[config.mk]
export PLATFORM = sky130hd
export DESIGN_NAME = alu_exec_unit_flat
export DESIGN_NICKNAME = d
export VERILOG_FILES = /design/src/rtl/alu_exec_unit_if.sv /design/src/rtl/alu_exec_unit.sv /design/src/flat_wrapper.sv
export SDC_FILE = /design/constraint.sdc
export NUM_CORES = 1
export LEC_CHECK = 0
export CAP_MARGIN = 0
export CORE_MARGIN = 2
export CORE_UTILIZATION = 55
export DETAILED_ROUTE_END_ITERATION = 7
export DONT_BUFFER_PORTS = 1
export GPL_TIMING_DRIVEN = 0
export PLACE_DENSITY = 0.7
export SLEW_MARGIN = 10
export SYNTH_ARGS = -nofsm -noshare
export SYNTH_HDL_FRONTEND = slang
export SYNTH_SLANG_ARGS = --single-unit
[constraint.sdc]
create_clock -name clk -period 2.4 [get_ports clk]
set_clock_uncertainty 0.05 [all_clocks]
set_input_delay 0.48 -clock clk [delete_from_list [all_inputs] [get_ports clk]]
set_output_delay 0.48 -clock clk [all_outputs]
set_load 0.02 [all_outputs]
[src/rtl/alu_exec_unit_if.sv]
// rtl/alu_exec_unit_if.sv - request/result bundle between the datapath and the ALU execution unit
//
// Purpose : groups the start/ready/done handshake, operands and the registered
//           result/flags of alu_exec_unit into one interface.
// Signals : start, alu_opcode, op_a, op_b        driven by the datapath (master)
//           ready, busy, done, result, carry,    driven by the unit (slave)
//           zero, take_branch
interface alu_exec_unit_if #(
   parameter int WIDTH = 8
);
   logic             start;
   logic             ready;
   logic [2:0]       alu_opcode;
   logic [WIDTH-1:0] op_a;
   logic [WIDTH-1:0] op_b;
   logic [WIDTH-1:0] result;
   logic             carry;
   logic             zero;
   logic             take_branch;
   logic             done;
   logic             busy;

   modport master (
      output start, alu_opcode, op_a, op_b,
      input  ready, busy, done, result, carry, zero, take_branch
   );

   modport slave (
      input  start, alu_opcode, op_a, op_b,
      output ready, busy, done, result, carry, zero, take_branch
   );
endinterface

[src/rtl/alu_exec_unit.sv]
// rtl/alu_exec_unit.sv - sequential ALU: single-cycle logic/arithmetic, bit-serial shifts
//
// Purpose : executes one alu_opcode per accepted request. Add/sub/logic/compare
//           complete at the accept edge; shifts move one bit per clock.
// Ports   : clk   - rising-edge clock
//           reset - asynchronous active-high reset
//           bus   - alu_exec_unit_if.slave (handshake, operands, result, flags)
module alu_exec_unit #(
   parameter int WIDTH = 8,
   parameter int SHW   = 3
) (
   input  logic           clk,
   input  logic           reset,
   alu_exec_unit_if.slave bus
);

   localparam logic [2:0] OP_ADD = 3'b000;
   localparam logic [2:0] OP_SUB = 3'b001;
   localparam logic [2:0] OP_AND = 3'b010;
   localparam logic [2:0] OP_OR  = 3'b011;
   localparam logic [2:0] OP_XOR = 3'b100;
   localparam logic [2:0] OP_SHL = 3'b101;
   localparam logic [2:0] OP_CNE = 3'b110;
   localparam logic [2:0] OP_SHR = 3'b111;

   typedef enum logic {
      S_IDLE  = 1'b0,
      S_SHIFT = 1'b1
   } state_t;

   state_t           state_q;
   state_t           state_d;

   logic             accept;
   logic             is_shift;
   logic             shift_start;
   logic [SHW-1:0]   amount;

   logic [WIDTH:0]   sum_ext;
   logic [WIDTH:0]   diff_ext;
   logic [WIDTH-1:0] alu_result;
   logic             alu_carry;
   logic             alu_branch;

   logic [WIDTH-1:0] work_q;
   logic [WIDTH-1:0] work_shifted;
   logic [SHW-1:0]   count_q;
   logic             dir_left_q;
   logic             shift_out;
   logic             last_shift;

   logic [WIDTH-1:0] result_q;
   logic             carry_q;
   logic             zero_q;
   logic             branch_q;
   logic             done_q;

   assign accept      = bus.start && (state_q == S_IDLE);
   assign amount      = bus.op_b[SHW-1:0];
   assign is_shift    = (bus.alu_opcode == OP_SHL) || (bus.alu_opcode == OP_SHR);
   // Shift by zero takes the single-cycle path and simply returns op_a.
   assign shift_start = accept && is_shift && (amount != '0);

   // One extra bit on each side: the MSB is the carry-out for add and the
   // borrow (a < b unsigned) for sub.
   assign sum_ext  = {1'b0, bus.op_a} + {1'b0, bus.op_b};
   assign diff_ext = {1'b0, bus.op_a} - {1'b0, bus.op_b};

   always_comb begin
      alu_result = bus.op_a;
      alu_carry  = 1'b0;
      alu_branch = 1'b0;
      case (bus.alu_opcode)
         OP_ADD: begin
            alu_result = sum_ext[WIDTH-1:0];
            alu_carry  = sum_ext[WIDTH];
         end
         OP_SUB: begin
            alu_result = diff_ext[WIDTH-1:0];
            alu_carry  = diff_ext[WIDTH];
         end
         OP_AND: alu_result = bus.op_a & bus.op_b;
         OP_OR:  alu_result = bus.op_a | bus.op_b;
         OP_XOR: alu_result = bus.op_a ^ bus.op_b;
         OP_CNE: begin
            alu_result = bus.op_a ^ bus.op_b;
            alu_branch = (bus.op_a != bus.op_b);
         end
         default: begin
            // Shifts reaching here have amount 0: result = op_a, carry = 0.
            alu_result = bus.op_a;
         end
      endcase
   end

   // Working register for the bit-serial shifter.
   assign work_shifted = dir_left_q ? {work_q[WIDTH-2:0], 1'b0} : {1'b0, work_q[WIDTH-1:1]};
   assign shift_out    = dir_left_q ? work_q[WIDTH-1] : work_q[0];
   assign last_shift   = (count_q == SHW'(1));

   // FSM: state register
   always_ff @(posedge clk or posedge reset) begin
      if (reset) begin
         state_q <= S_IDLE;
      end else begin
         state_q <= state_d;
      end
   end

   // FSM: next state
   always_comb begin
      state_d = state_q;
      case (state_q)
         S_IDLE:  if (shift_start) state_d = S_SHIFT;
         S_SHIFT: if (last_shift)  state_d = S_IDLE;
         default: state_d = S_IDLE;
      endcase
   end

   // FSM: outputs
   always_comb begin
      bus.ready = (state_q == S_IDLE);
      bus.busy  = (state_q != S_IDLE);
   end

   // Datapath and registered results. Visible outputs are only written on a
   // completion edge; intermediate shift bits stay in work_q.
   always_ff @(posedge clk or posedge reset) begin
      if (reset) begin
         work_q     <= '0;
         count_q    <= '0;
         dir_left_q <= 1'b0;
         result_q   <= '0;
         carry_q    <= 1'b0;
         zero_q     <= 1'b1;
         branch_q   <= 1'b0;
         done_q     <= 1'b0;
      end else begin
         done_q <= 1'b0;
         case (state_q)
            S_IDLE: begin
               if (shift_start) begin
                  work_q     <= bus.op_a;
                  count_q    <= amount;
                  dir_left_q <= (bus.alu_opcode == OP_SHL);
               end else if (accept) begin
                  result_q <= alu_result;
                  carry_q  <= alu_carry;
                  zero_q   <= (alu_result == '0);
                  branch_q <= alu_branch;
                  done_q   <= 1'b1;
               end
            end
            S_SHIFT: begin
               work_q  <= work_shifted;
               count_q <= count_q - SHW'(1);
               if (last_shift) begin
                  result_q <= work_shifted;
                  carry_q  <= shift_out;
                  zero_q   <= (work_shifted == '0);
                  branch_q <= 1'b0;
                  done_q   <= 1'b1;
               end
            end
            default: ;
         endcase
      end
   end

   assign bus.result      = result_q;
   assign bus.carry       = carry_q;
   assign bus.zero        = zero_q;
   assign bus.take_branch = branch_q;
   assign bus.done        = done_q;

endmodule

[src/flat_wrapper.sv]
// flat-port wrapper written by rule: the top's interface ports become plain ports
module alu_exec_unit_flat 
#(
   parameter int WIDTH = 8,
   parameter int SHW   = 3
)
  (clk, reset, bus_start, bus_alu_opcode, bus_op_a, bus_op_b, bus_ready, bus_busy, bus_done, bus_result, bus_carry, bus_zero, bus_take_branch);
  alu_exec_unit_if #(.WIDTH(WIDTH)) bus_i ();
  input  logic clk;
  input  logic reset;
  input wire logic [$bits(bus_i.start)-1:0] bus_start;
  input wire logic [$bits(bus_i.alu_opcode)-1:0] bus_alu_opcode;
  input wire logic [$bits(bus_i.op_a)-1:0] bus_op_a;
  input wire logic [$bits(bus_i.op_b)-1:0] bus_op_b;
  output wire logic [$bits(bus_i.ready)-1:0] bus_ready;
  output wire logic [$bits(bus_i.busy)-1:0] bus_busy;
  output wire logic [$bits(bus_i.done)-1:0] bus_done;
  output wire logic [$bits(bus_i.result)-1:0] bus_result;
  output wire logic [$bits(bus_i.carry)-1:0] bus_carry;
  output wire logic [$bits(bus_i.zero)-1:0] bus_zero;
  output wire logic [$bits(bus_i.take_branch)-1:0] bus_take_branch;
  assign bus_i.start = bus_start;
  assign bus_i.alu_opcode = bus_alu_opcode;
  assign bus_i.op_a = bus_op_a;
  assign bus_i.op_b = bus_op_b;
  assign bus_ready = bus_i.ready;
  assign bus_busy = bus_i.busy;
  assign bus_done = bus_i.done;
  assign bus_result = bus_i.result;
  assign bus_carry = bus_i.carry;
  assign bus_zero = bus_i.zero;
  assign bus_take_branch = bus_i.take_branch;
  alu_exec_unit #(.WIDTH(WIDTH), .SHW(SHW)) u_core (.clk(clk), .reset(reset), .bus(bus_i));
endmodule
==> results.txt <==
Figures from the implementation reports.

- The clock reaches the later pin of the worst-skew pair after 280 ps.
- The core region is 4380 um^2.
- The area fraction in and, or, nand and nor cells after synthesis is 0.183.
- The multiplexer share of the synthesized area is 0.0418.
- The number of antenna cells inserted is 0.
- The count of buffers inserted at the top-level ports reads 0.
- The final hold violation count reads 0.
- The initial antenna violation count reads 0.
- Per the CTS log, the buffer count on the longest clock path is 2.
- The chip occupies 5130 um^2.
- The largest net degree at the start of global routing is 26.
- Per the synthesis report, the AND-OR/OR-AND share of the synthesized area is 0.274.
- All stages included, the depth of the critical timing path comes to 9.
- The clock transition at the registers of the reported paths is 90 ps.
- The capturing instance or port of the critical path is u_core.bus.result[7]$_DFFE_PP0P_.
- The number of primary I/O pins is 36.
- The first-pass GRT wire length reads 10900 um.
- The combinational share of cell area is 0.636.
- The placement-stage worst setup slack is -332 ps.
- The number of nets in the final layout is 365.
- Ranked by instance count, the synthesized netlist is headed by 29 x sky130_fd_sc_hd__inv_1, 29 x sky130_fd_sc_hd__nand2_1, 26 x sky130_fd_sc_hd__ha_1, 26 x sky130_fd_sc_hd__nor2_1, 24 x sky130_fd_sc_hd__dfrtp_1.
- The most common cell after layout, fill and taps aside is sky130_fd_sc_hd__nand2_1.
- The cell with the biggest individual delay on the critical path reads sky130_fd_sc_hd__or4_4.
- The H-tree depth reads 1.
- The final timing report lists a max-slew violation count of 0.
- In the layout the commonest cells are 29 x sky130_fd_sc_hd__nand2_1, 25 x sky130_fd_sc_hd__nor2_1, 24 x sky130_fd_sc_hd__inv_1, 24 x sky130_fd_sc_hd__dfrtp_1, 22 x sky130_fd_sc_hd__ha_1.
- The setup slack of the most critical reg-to-reg path is about 270 ps.
- Derived from the worst setup path, the maximum achievable clock frequency is 428 MHz.
- The critical-path maximum fanout reads 8.
- The run finished with clean final reports.
- The area of placed instances reads between 2000 and 3000 um^2.
- The fraction of the core area occupied by cells at floorplan is 0.573.
- The required time at the worst endpoint is listed as 2520 ps.
- The reg-to-reg startpoint is u_core.bus.busy$_DFF_PP0_.
- The die is 71.6 um tall.
- The minimum setup slack in the final design is around 63 ps.
- The largest stage delay on the critical path reads 500 ps.
- The top-area cell type share of the netlist area reads 0.239.
- The clock tree from TritonCTS is done.
- The count of warnings emitted by yosys reads 0.
- The number of optimization iterations in the first detailed-route pass is 5.
- The x dimension of the die is 71.6 um.
- Overall power consumption after layout is estimated at 2.23 mW.
- The clock distribution area overhead in the final layout reads 0.0179.
- Before any placement, the netlist area is recorded as 2510 um^2.
- The number of cells after detailed placement is around 360.
- The xor/xnor cell area share of the yosys netlist reads 0.0174.
- The power per unit of standard cell area reads 817 nW/um^2.
- The share of async-settable or async-resettable flops after synthesis is 1.00.
- The count of placed standard cells in the final layout, fillers left out reads 366.
- The synthesized design contains 0 enable-type register cells.
- The worst reg-to-reg path cell count is 5.
- The type of the worst setup path is input port to flop.
- The sum of buffers and inverters on the critical path is 2.
- The report counts max-capacitance violations totalling 0.
- The synthesis-to-layout area growth is 8.71%.
- The worst setup path is captured at a flop.
- The headroom to the max-slew limit is 0.370.
- The share of the Yosys chip area taken by registers is 0.249.
- At the end of the flow the core is filled with cells to 0.623.
- The buffer count excluding the clock tree in the final layout reads 18.
- Of the cells placed in the final design, the portion with a size suffix greater than 1 is 0.124.
- The number of nets produced by synthesis reads around 360.
- The site row count is 24.
- The placement summary gives the final routability congestion estimate as 0.879.
- The remaining antenna violation count reads 0.
- The biggest area contributor in the post-synthesis netlist is sky130_fd_sc_hd__dfrtp_1.
- Counting the clock-network buffers in the layout gives 3.
- The gate-level netlist out of Yosys references about 63 unique cell types.
- The buffer type at the clock tree root is sky130_fd_sc_hd__clkbuf_8.
- The endpoint arrival time on the critical path is 2460 ps.
- The transition time recorded at the tightest slew-check pin is 944 ps.
- The tap cell count reads approximately 52.
- A synthesized cell averages 8.08 um^2.
- The remaining routing DRC violations reads 0.
- The total setup violations reported at the end of the flow is 0.
- The combinational family with the most area after synthesis is AND-OR/OR-AND gates.
- In the final timing run, aggregate negative setup slack is 0 ps.
- Setup repair after global routing left no endpoint under its margin.
- The number of sinks on the clock net reads 25.
- The flip-flop and latch count after synthesis is 25.
- The worst setup path startpoint reads bus_op_a[3].
- Counting every instance in the synthesized netlist gives about 310.
- The via count reads 2366.
- The kind of start point of the critical path reads an input port.
- The post-CTS hold buffer count recorded in the log is 0.
- Per the layout area report, the combinational gate area comes to ~1700 um^2.
- Of the total synthesized cell area, the portion taken by full adders, half adders and majority gates is 0.145.
- The cell class with the largest area share reads multi-input combinational cells.
- The fraction of area in non-clock buffers reads 0.0472.
- The number of cells reported by Yosys stat comes to approximately 310.
- The number of global-route vias before repair is ~2200.
- The class of the worst hold path reads input port to async pin.
- Summed over all cells, the static leakage comes to 1.24 nW.
- On the final layout, the worst hold slack is 245 ps.
- The fill cell total of the finished layout reads 400.
- The family with the most delay on the worst path is AND-OR/OR-AND gates.
- The cell sequence reported for the critical path is inv_12, ha_4, clkbuf_8, or4_4, o221ai_2, xnor2_1, a221o_1, a31o_1, mux2_4.
- The finished cells cover approximately 2700 um^2.
- The total tool warning count reads ~44.
worst min path at each step:
stage | from | to
floorplan | u_core.count_q[0]$_DFFE_PP0P_ | u_core.count_q[0]$_DFFE_PP0P_
global placement | u_core.count_q[0]$_DFFE_PP0P_ | u_core.count_q[0]$_DFFE_PP0P_
detailed placement | u_core.count_q[2]$_DFFE_PP0P_ | u_core.count_q[2]$_DFFE_PP0P_
CTS | reset | u_core.bus.result[0]$_DFFE_PP0P_
global route | bus_op_a[1] | u_core.work_q[1]$_DFFE_PP0P_
finish | reset | u_core.bus.result[0]$_DFFE_PP0P_
metal layers:
layer	part of all wire	global-route usage
met5	0	0
met4	0.022	0.103
met3	0.057	0.0183
met2	0.49	0.449
met1	0.43	0.370
what timing repair did:
item | 4_1_cts | 5_1_grt
endpoints found under the setup margin | 4 | 7
gates cloned | 0 | 0
pin swaps | 0 | 1
gates resized | 3 | 12
setup buffers | 0 | 0
kinds of logic (layout without fill, tap and decap cells):
logic type                 count (synthesis)  after routing
AOI/OAI and AO/OA                         99             99
xor gates and xnor gates                   5              5
adders and majority gates                 28             28
buffers and inverters                     48             51
DFF                                       25             25
muxes                                     10             10
and+or+nand+nor                           96             96
state kept, by name (all words and copies together), names as in the netlist:
| name | flops |
|---|---|
| u_core.bus.take_branch | 1 |
| u_core.bus.done | 1 |
| u_core.bus.zero | 1 |
| u_core.dir_left_q | 1 |
| u_core.count_q | 3 |
| u_core.bus.carry | 1 |
| u_core.work_q | 8 |
| u_core.bus.result | 8 |
| u_core.bus.busy | 1 |
power breakdown:
group | internal, mW | switching (mW)
sequential | 0.615 | 0.270
combinational | 0.463 | 0.622
clock | 0.118 | 0.145
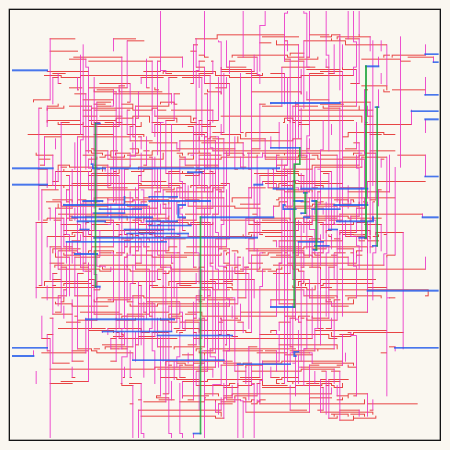
*Metal layers overlaid*
Drawn at 6 px/um.
color	layer	wire length
green	M4	154 um
red	M1	2950 um
blue	M3	392 um
magenta	M2	3360 um
average wire length per cell after detail routing: 18.7 um
Total Routing Usage GR: 0.270
WL final: 6860 um

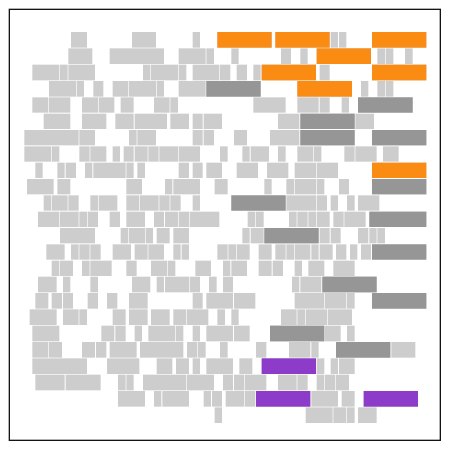
*Sequential cells grouped by signal name*
Drawn at 6 px/um. Other sequential cells in the stronger gray, the rest of the logic in the fainter gray.
color	signal	placed flops
purple	u_core.count_q	3
orange	u_core.bus.result	8
fraction of area in registers: 0.229
Seq. cell area: 627 um^2
sequential logic power: 885 uW

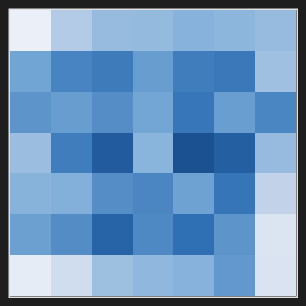
*Local utilization*
Drawn at 4 px/um. 7 x 7 tiles, from white (low) to dark blue (high), 0 to 100% covered.
fullest tile	87%
mean over tiles	52%
tiles over 75% full	8.2%

Power is estimated from default activity; no workload was simulated.
